### config.mk
export PLATFORM = sky130hd
export DESIGN_NAME = mux2_stream_arbiter
export DESIGN_NICKNAME = d
export VERILOG_FILES = /design/src/rtl/mux2_stream_arbiter_pkg.sv /design/src/rtl/mux2_stream_arbiter_mux2.sv /design/src/rtl/mux2_stream_arbiter.sv
export SDC_FILE = /design/constraint.sdc
export NUM_CORES = 1
export LEC_CHECK = 0
export CAP_MARGIN = 10
export CORE_MARGIN = 2
export CORE_UTILIZATION = 42
export CTS_BUF_LIST = sky130_fd_sc_hd__clkbuf_4
export DETAILED_ROUTE_END_ITERATION = 7
export PLACE_DENSITY = 0.81
export SLEW_MARGIN = 20
export SYNTH_ARGS = -nofsm -noshare
export SYNTH_HDL_FRONTEND = slang
export SYNTH_SLANG_ARGS = --single-unit
### constraint.sdc
create_clock -name Clk_CI -period 2.9 [get_ports Clk_CI]
set_input_delay 0.87 -clock Clk_CI [delete_from_list [all_inputs] [get_ports Clk_CI]]
set_output_delay 0.87 -clock Clk_CI [all_outputs]
set_load 0.005 [all_outputs]
### src/rtl/mux2_stream_arbiter_pkg.sv
// -----------------------------------------------------------------------------
// mux2_stream_arbiter_pkg
// Shared types and constants for the two-input round-robin stream arbiter.
//   state_e     : arbiter state (free to arbitrate, or locked to one stream)
//   GRANT_RESET : grant value driven while reset is asserted
// -----------------------------------------------------------------------------
package mux2_stream_arbiter_pkg;

    typedef enum logic [1:0] {
        ST_IDLE  = 2'b00,
        ST_LOCK0 = 2'b01,
        ST_LOCK1 = 2'b10
    } state_e;

    localparam logic GRANT_RESET = 1'b0;

endpackage

### src/rtl/mux2_stream_arbiter_mux2.sv
// -----------------------------------------------------------------------------
// mux2_stream_arbiter_mux2
// Plain 2:1 data multiplexer used on the arbiter's data path.
//   In0_DI  : selected when Sel_SI = 0
//   In1_DI  : selected when Sel_SI = 1
//   Sel_SI  : select
//   Out_DO  : selected data (combinational)
// -----------------------------------------------------------------------------
module mux2_stream_arbiter_mux2 #(
    parameter int WIDTH = 16
) (
    input  logic [WIDTH-1:0] In0_DI,
    input  logic [WIDTH-1:0] In1_DI,
    input  logic             Sel_SI,
    output logic [WIDTH-1:0] Out_DO
);

    assign Out_DO = Sel_SI ? In1_DI : In0_DI;

endmodule

### src/rtl/mux2_stream_arbiter.sv
// -----------------------------------------------------------------------------
// mux2_stream_arbiter
// Two-input round-robin stream arbiter with packet lock. Once the first beat
// of a multi-beat packet is accepted the grant stays on that stream until its
// last beat is accepted; single-beat packets never lock. Between packets the
// grant goes to the only valid stream, or to the priority pointer, which
// points away from the stream that finished the most recent packet.
// The selected beat is registered into a single output stage.
//
// Ports:
//   Clk_CI, Rst_RI            : clock (rising edge), async active-high reset
//   In0_* / In1_*             : input streams (data, valid, last, ready)
//   Out_DO/OutValid_SO/OutLast_SO, OutReady_SI : registered output stream
//   Sel_SO                    : current grant, combinational
// -----------------------------------------------------------------------------
module mux2_stream_arbiter
    import mux2_stream_arbiter_pkg::*;
#(
    parameter int WIDTH = 16
) (
    input  logic             Clk_CI,
    input  logic             Rst_RI,
    input  logic [WIDTH-1:0] In0_DI,
    input  logic             In0Valid_SI,
    input  logic             In0Last_SI,
    output logic             In0Ready_SO,
    input  logic [WIDTH-1:0] In1_DI,
    input  logic             In1Valid_SI,
    input  logic             In1Last_SI,
    output logic             In1Ready_SO,
    output logic [WIDTH-1:0] Out_DO,
    output logic             OutValid_SO,
    output logic             OutLast_SO,
    input  logic             OutReady_SI,
    output logic             Sel_SO
);

    state_e           state_q, state_d;
    logic             prio_q, prio_d;
    logic             out_valid_q, out_valid_d;
    logic             out_last_q, out_last_d;
    logic [WIDTH-1:0] out_data_q, out_data_d;

    logic             sel;
    logic             free;
    logic             sel_valid;
    logic             sel_last;
    logic             acc;
    logic [WIDTH-1:0] mux_data;

    // Grant. Illegal state encodings fall into the default arm and behave
    // as IDLE.
    always_comb begin
        sel = prio_q;
        case (state_q)
            ST_LOCK0: sel = 1'b0;
            ST_LOCK1: sel = 1'b1;
            default: begin
                if (In0Valid_SI != In1Valid_SI) begin
                    sel = In1Valid_SI;
                end else begin
                    sel = prio_q;
                end
            end
        endcase
        if (Rst_RI) begin
            sel = GRANT_RESET;
        end
    end

    // Output stage can take a new beat when empty or being drained.
    assign free      = ~out_valid_q | OutReady_SI;
    assign sel_valid = sel ? In1Valid_SI : In0Valid_SI;
    assign sel_last  = sel ? In1Last_SI : In0Last_SI;
    assign acc       = free & sel_valid & ~Rst_RI;

    assign In0Ready_SO = free & ~sel & ~Rst_RI;
    assign In1Ready_SO = free & sel & ~Rst_RI;
    assign Sel_SO      = sel;

    mux2_stream_arbiter_mux2 #(
        .WIDTH (WIDTH)
    ) u_mux2 (
        .In0_DI (In0_DI),
        .In1_DI (In1_DI),
        .Sel_SI (sel),
        .Out_DO (mux_data)
    );

    // Next state and output stage.
    always_comb begin
        state_d     = state_q;
        prio_d      = prio_q;
        out_valid_d = out_valid_q;
        out_last_d  = out_last_q;
        out_data_d  = out_data_q;

        if (acc) begin
            out_data_d  = mux_data;
            out_last_d  = sel_last;
            out_valid_d = 1'b1;
            case (state_q)
                ST_LOCK0, ST_LOCK1: begin
                    // While locked, sel equals the locked stream.
                    if (sel_last) begin
                        state_d = ST_IDLE;
                        prio_d  = ~sel;
                    end
                end
                default: begin
                    if (sel_last) begin
                        state_d = ST_IDLE;
                        prio_d  = ~sel;
                    end else begin
                        state_d = sel ? ST_LOCK1 : ST_LOCK0;
                    end
                end
            endcase
        end else if (free) begin
            out_valid_d = 1'b0;
        end
    end

    always_ff @(posedge Clk_CI or posedge Rst_RI) begin
        if (Rst_RI) begin
            state_q     <= ST_IDLE;
            prio_q      <= 1'b0;
            out_valid_q <= 1'b0;
            out_last_q  <= 1'b0;
            out_data_q  <= '0;
        end else begin
            state_q     <= state_d;
            prio_q      <= prio_d;
            out_valid_q <= out_valid_d;
            out_last_q  <= out_last_d;
            out_data_q  <= out_data_d;
        end
    end

    assign Out_DO      = out_data_q;
    assign OutValid_SO = out_valid_q;
    assign OutLast_SO  = out_last_q;

endmodule

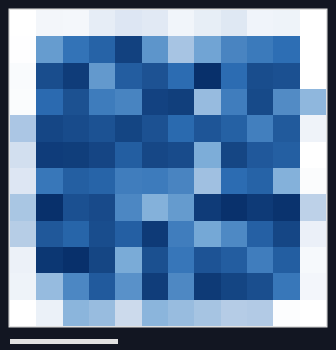
Fig. 1. Cell area per tile (run 1).
The bar under the picture is 20 um long. The die is cut into 12 by 12 equal tiles; white is low, dark blue is high, 0 to 100% covered.
mean over tiles: 59%
fullest tile: 100%
tiles over 75% full: 45%
Initial Util: 0.446
Core ar.: 0.00278 mm2
final core utilization: 0.731

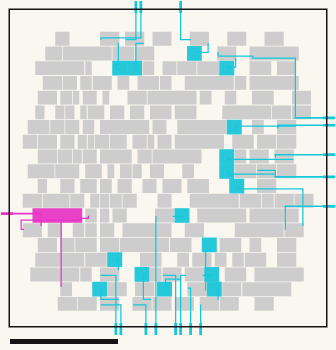
Fig. 2. Port wiring (run 1).
The bar under the picture is 20 um long.
legend:
  cyan:
    port: In1_DI
    bits: 16
    direction: input
    edge: 8 bottom, 5 right, 3 top
    end_cells: 16
    buffers: 16
    wire: 284 um
  magenta:
    port: OutValid_SO
    bits: 1
    direction: output
    edge: left
    end_cells: 1
    buffers: 1
    wire: 35.0 um
# IOs: 60
PortBufs: 59

==> flow_metrics.env, run 1 <==
# yosys + openroad results
export IMPL_worstSkewPairLatency_ns=0.29
export IMPL_critPathMaxFanout=3
export IMPL_routed_wirelength_um=3700
export IMPL_wl_met3_um=231
export IMPL_dpl_worst_slack_ns=-0.502
export IMPL_cts_htree_levels=1
export IMPL_pwr_share_comb=0.604
export IMPL_track_usage=0.229
export IMPL_synthCells=120
export IMPL_yosys_top_cells_area="dfrtp_1, o221a_2, or4_1"
export IMPL_cts_reportedPaths_clkPinSlew_ns=0.11
export IMPL_drc=0
export IMPL_max_cap_violations=0
export IMPL_p_int_mw=1.08
export IMPL_ys_seq_frac=0.424
export IMPL_ys_area_mm2=0.00124
export IMPL_postPlaceCellArea_mm2=0.00196
export IMPL_busiest_layer="met2"
export IMPL_antenna_found_initial=0
export IMPL_p_sw_mw=0.578
export IMPL_antennaDiodeCount=0
export IMPL_p_clk_frac=0.088
export IMPL_numCtsBuffers=3
export IMPL_rrSetupSlack_ns=0.88
export IMPL_detail_route_vias_per_cell=5.75
export IMPL_setup_slack_ns=0.0843
export IMPL_hold_viol=0
export IMPL_startpoint="In1Valid_SI"
export IMPL_routed_top_layer="met4"
export IMPL_fin_nets=234
export IMPL_crit_type="in -> out"
export IMPL_min_delay_path_depth=1
export IMPL_cts_tree="built"
export IMPL_hold_slack_ns=0.568
export IMPL_syn_to_final_growth_pct=64.0
export IMPL_max_slew_worst_pin_slew_ns=0.755
export IMPL_grt_util_met1=0.319
export IMPL_dr_wl_met2_um=1730
export IMPL_stdcell_count=224
export IMPL_grt_pass1_wl_um=6080
export IMPL_endpoint_kind="output port"
export IMPL_warnings=26
export IMPL_design_area_mm2=0.00203
export IMPL_yosys_warnings=0
export IMPL_edf_count=0
export IMPL_met2_usage=0.392
export IMPL_grt_pass1_vias=1259
export IMPL_period_used=0.971
export IMPL_yosys_stat_cells=120
export IMPL_skew_ns=0.00478
export IMPL_postSynthAreaPerCell_um2=10.3
export IMPL_grt_ovfl_total=0
export IMPL_fin_crit_ns=2.82
export IMPL_postCtsHoldBufs=0
export IMPL_hpwl_um=2710
export IMPL_worstReg2RegStart="state_q[0]$_DFFE_PP0P_"
export IMPL_most_common_cell="dfrtp_1"
export IMPL_dp_cells=218
export IMPL_clock_path_buffers=2
export IMPL_tns_ns=0
export IMPL_yosys_area_top_type="dfrtp_1"
export IMPL_wl_per_cell_um=16.5
export IMPL_drt_met1_wl_um=1720
export IMPL_relSlewSlack=0.496
export IMPL_slew_violations=0
export IMPL_start_kind="input pin"
export IMPL_use_met3=0.0308
export IMPL_hp_start="Out_DO[7]$_DFFE_PP0P_"
export IMPL_top_cells_by_count="dfrtp_1, nand2b_1, or4_1"
export IMPL_routabilityCongestion=0.923
export IMPL_status="completed"
export IMPL_rsz0062_at_grt="no"
export IMPL_rr_worst_depth=8
export IMPL_root_buffer="clkbuf_4"
export IMPL_total_power_mw=1.65
export IMPL_syn_area_mm2=0.00124
export IMPL_synthArstFlopShare=1.00
export IMPL_cellPowerDensity_mw_per_mm2=814
export IMPL_fmax_mhz=355
export IMPL_dr_pass1_iters=4
export IMPL_swShare=0.349
export IMPL_worstPathRequired_ns=2.03
export IMPL_chip_area_mm2=0.00340
export IMPL_hold_end="Out_DO[7]$_DFFE_PP0P_"
export IMPL_cts_sinks=21
export IMPL_worstSetupEndpoint="Sel_SO"
export IMPL_numSynthFlops=21
export IMPL_seqPwrFrac=0.308
export IMPL_drive_gt1_frac=0.269
export IMPL_leakage_nw=0.769
export IMPL_crit_arrival_ns=1.95
export IMPL_via_count=1288
export IMPL_worst_r2r_endpoint="Out_DO[14]$_DFFE_PP0P_"
export IMPL_drtIter0Drc=29
export IMPL_fp_nets=160
export IMPL_yosys_area_top_type_share=0.424
export IMPL_setup_viol=0
export IMPL_synth_cell_type_count=33
export IMPL_hold_path_class="reg -> reg"
export IMPL_flop_cell="dfrtp_1"
export IMPL_ant_nets=0
export IMPL_grt_max_degree=25
export IMPL_core_rowCount=19
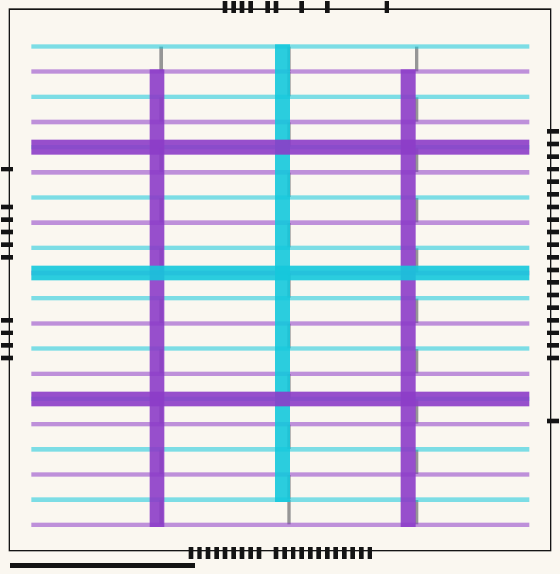
Fig. 3. Power grid (run 1).
The bar under the picture is 20 um long. Pins as bars on the die edge. Tap cells in gray.
legend:
  cyan:
    net: VDD
  purple:
    net: VSS
rows: 19
met4 straps: 3
met5 straps: 3
met1 rails: 20
tap cells: 31
chip height: 58.3 um
Die Wd: 58.3 um
IR drop worst, VDD: 0.619 mV

[run 1: final cells by class]
| cell class | count | area, um2 |
|---|---|---|
| fill | 222 | 748 |
| timing repair buffer | 78 | 726 |
| multi-input combinational | 85 | 694 |
| sequential | 21 | 526 |
| tap | 31 | 38.8 |
| clock buffer | 4 | 30.0 |
| inverter | 5 | 18.8 |
[run 1: registers in the layout, indices dropped and copies added, names as in the netlist]
signal and cells:
Out_DO 16, state_q 2, OutLast_SO 1, OutValid_SO 1, prio_q 1
[run 1: cells in the final DEF (no fill, tap or decap), types with 2 or more instances in the layout]
master	n
clkdlybuf4s50_1	54
inv_1	4
clkbuf_4	4
clkdlybuf4s15_2	2
dfrtp_1	21
o221a_1	2
o221a_2	15
nand2b_1	19
o21ai_0	5
or4_1	17
buf_4	19
nor2_2	2
nor4_1	2
[run 1: timing repair]
action / in CTS / in global routing
setup buffers: 2 / 0
resized: 17 / 6
pin swaps: 2 / 1
endpoints found under the setup margin: 4 / 3
[run 1: power groups by stage]
stage	registers (mW)	clock network [mW]	logic, mW
2_1_floorplan	0.516	0	0.429
3_3_place_gp	0.509	0	0.923
3_5_place_dp	0.515	0	0.944
4_1_cts	0.508	0.150	0.967
5_1_grt	0.533	0.162	1.07
6_report	0.510	0.146	0.999
[run 1: kinds of logic (layout without fill, tap and decap cells)]
family	count (synthesis)	in the layout	share of synthesized area
and+or+nand+nor	52	52	0.273
AOI/OAI and AO/OA	32	32	0.245
DFF	21	21	0.424
buffers and inverters	14	87	0.0474
adders and majority gates	1	1	0.0101
[run 1: critical path, stage by stage]
cell and delay [ns]:
clkdlybuf4s15_1 0.20, nand2b_4 0.15, a211oi_2 0.20, buf_4 0.15, nor2_2 0.04, buf_4 0.13, clkdlybuf4s15_2 0.21
Fig. 4: run 1, sequential cells colored by netlist name
The bar under the picture is 20 um long. Other sequential cells in the stronger gray, the rest of the logic in the fainter gray.
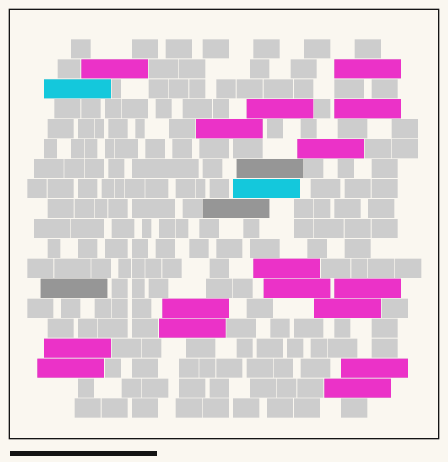

## Run 2: what changed since run 1
--- a/config.mk
+++ b/config.mk
@@ -6,6 +6,7 @@
 export NUM_CORES = 1
 export LEC_CHECK = 0
 export CAP_MARGIN = 10
+export CORE_ASPECT_RATIO = 1.1
 export CORE_MARGIN = 2
 export CORE_UTILIZATION = 42
 export CTS_BUF_LIST = sky130_fd_sc_hd__clkbuf_4
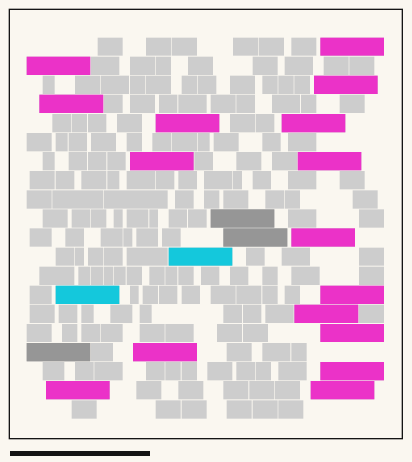
Fig. 5. Sequential cells colored by netlist name (run 2).
The bar under the picture is 20 um long. Other sequential cells in the stronger gray, the rest of the logic in the fainter gray.
legend:
  magenta:
    name_in_the_netlist: Out_DO
    flops: 16
    where: all over the die
  cyan:
    name_in_the_netlist: state_q
    flops: 2
not colored: 3
sequential share of cell area: 0.262
flip-flop and latch area: 526 um2
P_seq: 0.515 mW
final core utilization: 0.721

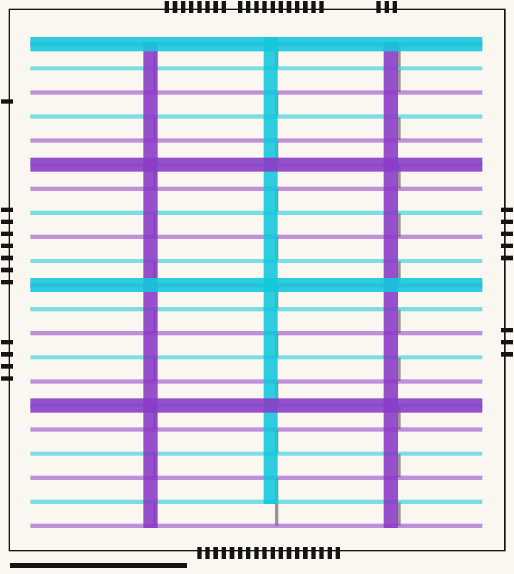
Fig. 6. Power grid (run 2).
The bar under the picture is 20 um long. Pins as bars on the die edge. Tap cells in gray.
legend:
  purple:
    net: VSS
  cyan:
    net: VDD
met5 straps: 4
met4 straps: 3
rows: 20
signal pins: 60
Die Wd: 55.8 um
Core ar.: 0.00278 mm2
chip height: 61.0 um
IR drop worst, VDD: 0.585 mV

==> run 2 against run 1 <==
  * Non-clock buffer count decreased by 4
  * Sequential power grew 1%
  * Via count decreased by 0.93%
  * Area after synthesis is the same
  * Critical endpoint unchanged
==> flow_metrics.env, run 2 <==
# yosys + openroad results
export IMPL_largest_reg_flops=16
export IMPL_fp_utilization=0.446
export IMPL_met2_usage=0.406
export IMPL_critical_path_max_stage_delay_ns=0.43
export IMPL_crit_buf_inv=4
export IMPL_stdcell_count=222
export IMPL_hpwl_um=2610
export IMPL_chip_area_mm2=0.00340
export IMPL_cellPowerDensity_mw_per_mm2=815
export IMPL_endpoint_kind="output port"
export IMPL_antennaDiodeCount=0
export IMPL_most_common_cell="dfrtp_1"
export IMPL_power_combinational_mw=0.970
export IMPL_dp_cells=217
export IMPL_routabilityCongestion=0.819
export IMPL_grt_ovfl_total=0
export IMPL_num_fill_cells=215
export IMPL_root_buffer="clkbuf_4"
export IMPL_status="completed"
export IMPL_hold_path_class="reg -> reg"
export IMPL_yosys_area_top_type="dfrtp_1"
export IMPL_postCtsHoldBufs=0
export IMPL_fin_crit_ns=2.83
export IMPL_wl_met3_um=191
export IMPL_p_clk_frac=0.090
export IMPL_flop_cell="dfrtp_1"
export IMPL_postPlaceCellArea_mm2=0.00194
export IMPL_grt_pass1_wl_um=5840
export IMPL_fp_nets=160
export IMPL_xor_share=0
export IMPL_skew_ns=0.00635
export IMPL_cts_reportedPaths_clkPinSlew_ns=0.12
export IMPL_edf_count=0
export IMPL_numSynthFlops=21
export IMPL_worstPathRequired_ns=2.03
export IMPL_ys_area_mm2=0.00124
export IMPL_p_sw_mw=0.589
export IMPL_setup_viol=0
export IMPL_cts_htree_levels=1
export IMPL_synthArstFlopShare=1.00
export IMPL_ant_nets=0
export IMPL_leakage_nw=0.746
export IMPL_crit_path_top_delay_cell="clkdlybuf4s50_1"
export IMPL_syn_area_mm2=0.00124
export IMPL_dr_wl_met2_um=1920
export IMPL_yosys_top_cells_area="dfrtp_1, o221a_2, or4_1"
export IMPL_synth_cell_type_count=33
export IMPL_max_cap_violations=0
export IMPL_synthAdderAreaFrac=0.0101
export IMPL_max_slew_worst_pin_slew_ns=0.752
export IMPL_dr_pass1_iters=4
export IMPL_path_cells="clkdlybuf4s50_1 > inv_2 > o21ai_2 > nor2_2 > buf_4 > clkdlybuf4s15_1"
export IMPL_via_count=1276
export IMPL_relSlewSlack=0.498
export IMPL_pwr_share_comb=0.595
export IMPL_crit_arrival_ns=1.96
export IMPL_use_met3=0.0299
export IMPL_p_int_mw=1.04
export IMPL_final_cell_mix="clkdlybuf4s50_1, dfrtp_1, nand2b_1, or4_1"
export IMPL_wl_per_cell_um=16.3
export IMPL_port_buffers=59
export IMPL_detail_route_vias_per_cell=5.75
export IMPL_syn_to_final_growth_pct=61.6
export IMPL_routed_wirelength_um=3620
export IMPL_top_cells_by_count="dfrtp_1, nand2b_1, or4_1"
export IMPL_fin_nets=230
export IMPL_routed_top_layer="met4"
export IMPL_core_rowCount=20
export IMPL_drc=0
export IMPL_pwr_group_clock_mw=0.147
export IMPL_hold_slack_ns=0.569
export IMPL_track_usage=0.222
export IMPL_grt_util_met1=0.275
export IMPL_synth_comb_largest_family="simple AND/OR/NAND/NOR gates"
export IMPL_drive_gt1_frac=0.249
export IMPL_crit_type="in -> out"
export IMPL_mux_area_frac=0
export IMPL_cts_sinks=21
export IMPL_yosys_area_top_type_share=0.424
export IMPL_mi_logic_area_um2=699
export IMPL_cp_top_family="buffers and inverters"
export IMPL_cts_tree="built"
export IMPL_seqPwrFrac=0.315
export IMPL_design_area_mm2=0.00200
export IMPL_warnings=27
export IMPL_ys_sh_aoi=0.245
export IMPL_power_leader="combinational logic"
export IMPL_synth_simple_area_share=0.273
export IMPL_worstSkewPairLatency_ns=0.31
==> run 2: cell counts after synthesis <==
No cell type changed its count.
==> run 2: worst paths after layout <==
path	slack [ns]	to	startpoint	cells after the start
min in group asynchronous	0.95	Out_DO[1]$_DFFE_PP0P_	Rst_RI	3
worst max-delay path	0.07	Sel_SO	Rst_RI	6
max in group asynchronous	1.71	Out_DO[9]$_DFFE_PP0P_	Rst_RI	3
worst min-delay path	0.57	Out_DO[7]$_DFFE_PP0P_	Out_DO[7]$_DFFE_PP0P_	1
worst min register to register	0.57	Out_DO[7]$_DFFE_PP0P_	Out_DO[7]$_DFFE_PP0P_	1
worst max register to register	0.76	Out_DO[11]$_DFFE_PP0P_	state_q[0]$_DFFE_PP0P_	9
==> run 2: logic make-up after synthesis <==
logic type                 after synthesis
AOI/OAI and AO/OA                       32
adders and majority gates                1
DFF                                     21
and+or+nand+nor                         52
buffers and inverters                   14
==> run 2: layout make-up <==
cell class | instances | share of cell area
well taps | 33 | 0.0206
repair buffers | 74 | 0.345
clock inverters | 1 | 0.00250
inverters | 5 | 0.00937
flip-flops and latches | 21 | 0.262
multi-input cells | 85 | 0.349
clock buffers | 3 | 0.0112
==> run 2: stage by stage <==
step	total power [mW]	setup TNS [ns]	worst slack, ns
3_3_place_gp	1.42	-5.06	-0.433
5_1_grt	1.74	0	0.0130
4_1_cts	1.60	-0.0000322	-0.0000322
3_5_place_dp	1.44	-6.34	-0.530
2_1_floorplan	0.945	0	0.0501
6_report	1.63	0	0.0683
==> run 2: what timing repair did <==
| item | 4_1_cts | 5_1_grt |
|---|---|---|
| resized | 11 | 7 |
| setup endpoints to repair | 3 | 3 |
| pin swaps | 1 | 2 |
| buffers inserted | 1 | 0 |
Fig. 7: run 2, cell area per tile
The bar under the picture is 20 um long. The die is cut into 6 by 6 equal tiles; white is low, dark blue is high, 0 to 100% covered.
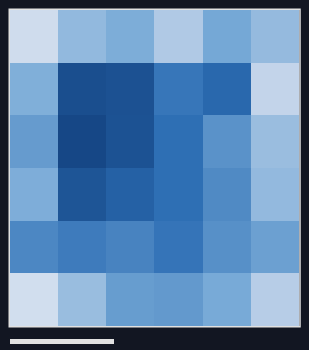

## Run 3: what changed since run 2
--- a/config.mk
+++ b/config.mk
@@ -8,10 +8,10 @@
 export CAP_MARGIN = 10
 export CORE_ASPECT_RATIO = 1.1
 export CORE_MARGIN = 2
-export CORE_UTILIZATION = 42
-export CTS_BUF_LIST = sky130_fd_sc_hd__clkbuf_4
+export CORE_UTILIZATION = 40
+export CTS_BUF_LIST = sky130_fd_sc_hd__clkbuf_8 sky130_fd_sc_hd__clkbuf_16
 export DETAILED_ROUTE_END_ITERATION = 7
-export PLACE_DENSITY = 0.81
+export PLACE_DENSITY = 0.77
 export SLEW_MARGIN = 20
 export SYNTH_ARGS = -nofsm -noshare
 export SYNTH_HDL_FRONTEND = slang
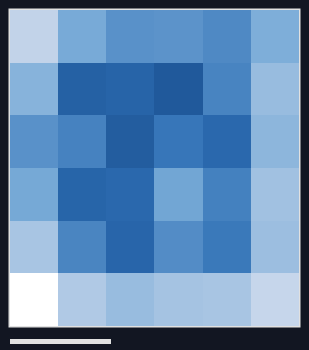
Fig. 8. Cell area per tile (run 3).
The bar under the picture is 20 um long. The die is cut into 6 by 6 equal tiles; white is low, dark blue is high, 0 to 100% covered.
emptiest ninth of the die: lower left
tiles over 75% full: 22%
fullest tile: 84%
nearly empty tiles: 2.8%
Core ar.: 0.00300 mm2
final core utilization: 0.670
Initial Util: 0.414

==> run 3 against run 2 <==
  * Synthesized cell count stayed put
  * Sequential cell count stayed put
  * Fmax is 0.31% higher
  * Total power is 0.85% higher
  * Clock skew is 0.0041 ns lower
  * Clock-buffer cell count stayed put
  * Largest cell class is now buffers
  * Largest power group unchanged
  * Highest routed layer unchanged
==> flow_metrics.env, run 3 <==
# yosys + openroad results
export IMPL_status="completed"
export IMPL_critical_path_max_stage_delay_ns=0.27
export IMPL_hold_path_class="reg -> reg"
export IMPL_cts_reportedPaths_clkPinSlew_ns=0.08
export IMPL_yosys_area_top_type="dfrtp_1"
export IMPL_stdcell_count=224
export IMPL_fin_nets=231
export IMPL_fp_dieW_um=57.1
export IMPL_start_kind="input pin"
export IMPL_hpwl_um=2740
export IMPL_drive_gt1_frac=0.226
export IMPL_skew_ns=0.00226
export IMPL_critPathMaxFanout=3
export IMPL_largest_reg_flops=16
export IMPL_p_clk_frac=0.119
export IMPL_final_cell_mix="clkdlybuf4s50_1, dfrtp_1, nand2b_1, or4_1, buf_4"
export IMPL_drtIter0Drc=50
export IMPL_syn_area_mm2=0.00124
export IMPL_ys_seq_frac=0.424
export IMPL_hold_end="state_q[0]$_DFFE_PP0P_"
export IMPL_hold_slack_ns=0.543
export IMPL_worstReg2RegStart="state_q[0]$_DFFE_PP0P_"
export IMPL_slew_violations=0
export IMPL_via_count=1254
export IMPL_most_common_cell="dfrtp_1"
export IMPL_worst_r2r_endpoint="Out_DO[4]$_DFFE_PP0P_"
export IMPL_regArea_um2=526
export IMPL_hold_viol=0
export IMPL_period_used=0.973
export IMPL_seqPwrFrac=0.310
export IMPL_chipHeight_um=62.4
export IMPL_p_sw_mw=0.575
export IMPL_core_rowCount=21
export IMPL_setup_viol=0
export IMPL_endpoint_kind="output port"
export IMPL_leakage_nw=0.761
export IMPL_drc=0
export IMPL_yosys_area_top_type_share=0.424
export IMPL_dp_cells=220
export IMPL_yosys_top_cells_area="dfrtp_1, o221a_2, or4_1"
export IMPL_chip_area_mm2=0.00356
export IMPL_max_slew_worst_pin_slew_ns=0.734
export IMPL_routabilityCongestion=0.879
export IMPL_mi_logic_area_um2=672
export IMPL_swShare=0.350
export IMPL_worstSetupEndpoint="In1Ready_SO"
export IMPL_synthArstFlopShare=1.00
export IMPL_crit_type="in -> out"
export IMPL_rrSetupSlack_ns=0.79
export IMPL_hp_start="state_q[0]$_DFFE_PP0P_"
export IMPL_postSynthAreaPerCell_um2=10.3
export IMPL_postCtsHoldBufs=0
export IMPL_clock_path_buffers=2
export IMPL_edf_count=0
export IMPL_fp_nets=160
export IMPL_port_buffers=59
export IMPL_irDropWorstVdd_mv=0.662
export IMPL_top_cells_by_count="dfrtp_1, nand2b_1, or4_1"
export IMPL_synthCells=120
export IMPL_cts_htree_levels=1
export IMPL_grt_pass1_vias=1291
export IMPL_pwr_share_comb=0.571
export IMPL_final_common_cell="clkdlybuf4s50_1"
export IMPL_grt_pass1_wl_um=6220
export IMPL_fin_crit_ns=2.82
export IMPL_worstPathRequired_ns=2.03
export IMPL_grt_ovfl_total=0
export IMPL_antenna_found_initial=0
export IMPL_design_area_mm2=0.00201
export IMPL_flop_cell="dfrtp_1"
export IMPL_numCtsBuffers=3
export IMPL_ys_area_mm2=0.00124
export IMPL_ant_nets=0
export IMPL_synth_cell_type_count=33
export IMPL_dpl_worst_slack_ns=-0.456
export IMPL_max_cap_violations=0
export IMPL_antennaDiodeCount=0
export IMPL_path_cells="dlygate4sd2_1 > nand2b_4 > a211oi_2 > buf_4 > nor3_1 > dlygate4sd2_1"
export IMPL_setup_slack_ns=0.0771
export IMPL_tns_ns=0
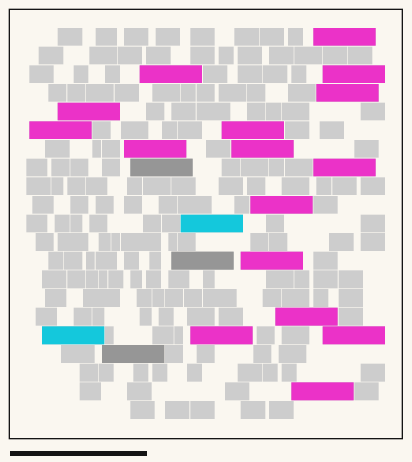
Fig. 9. Sequential cells colored by netlist name (run 3).
The bar under the picture is 20 um long. Other sequential cells in the stronger gray, the rest of the logic in the fainter gray.
legend:
  cyan:
    name_in_the_netlist: state_q
    flops: 2
  magenta:
    name_in_the_netlist: Out_DO
    flops: 16
not colored: 3
P_seq: 0.510 mW
sequential share of cell area: 0.262

-- run 3: cell counts after synthesis --
No cell type changed its count.
-- run 3: power by group through the flow --
stage	sequential, mW	combinational (mW)	clock [mW]
after global routing	0.528	1.02	0.209
after CTS	0.510	0.940	0.198
final	0.510	0.940	0.195
after floorplan	0.516	0.429	0
after detailed placement	0.516	0.944	0
after global placement	0.511	0.915	0
-- run 3: critical path: cells and delay by family --
family                 cells  cell delay [ns]
AOI/OAI and AO/OA          1             0.23
buffers and inverters      3             0.67
and+or+nand+nor            2             0.18
-- run 3: cell families (layout without fill, tap and decap cells) --
group,count (synthesis),after routing,share of synthesized area
fa+ha+maj,1,1,0.0101
buf+inv,14,84,0.0474
compound gates,32,32,0.245
flops,21,21,0.424
simple gates,52,52,0.273
-- run 3: final cells by class --
| class | count | area share |
|---|---|---|
| tap | 34 | 0.0212 |
| clock buffer | 3 | 0.0206 |
| inverter | 5 | 0.00935 |
| timing repair buffer | 75 | 0.350 |
| multi-input combinational | 85 | 0.335 |
| clock inverter | 1 | 0.00249 |
| sequential | 21 | 0.262 |
-- run 3: repair_timing --
| item | CTS | global route |
|---|---|---|
| endpoints found under the setup margin | 15 | 2 |
| resized | 8 | 1 |
| buffers inserted | 1 | 0 |
| cloned | 0 | 0 |
| pin swaps | 2 | 1 |
-- run 3: routing by layer --
metal / wire, um / share of wire / GRT usage / up-vias
met5: 0 / 0 / 0 / -
li1: - / - / - / 618
met1: 1570 / 0.42 / 0.281 / 598
met4: 19 / 0.0051 / 0.0698 / 0
met2: 1930 / 0.52 / 0.381 / 36
met3: 188 / 0.051 / 0.0393 / 2
-- run 3: stage by stage --
step                       util  power (mW)
final                     0.670        1.65
after global routing      0.670        1.76
after CTS                 0.669        1.65
after detailed placement  0.652        1.46
after global placement    0.652        1.43
after floorplan               -       0.945
No activity file was given, so power comes from the tool's default toggle rates.
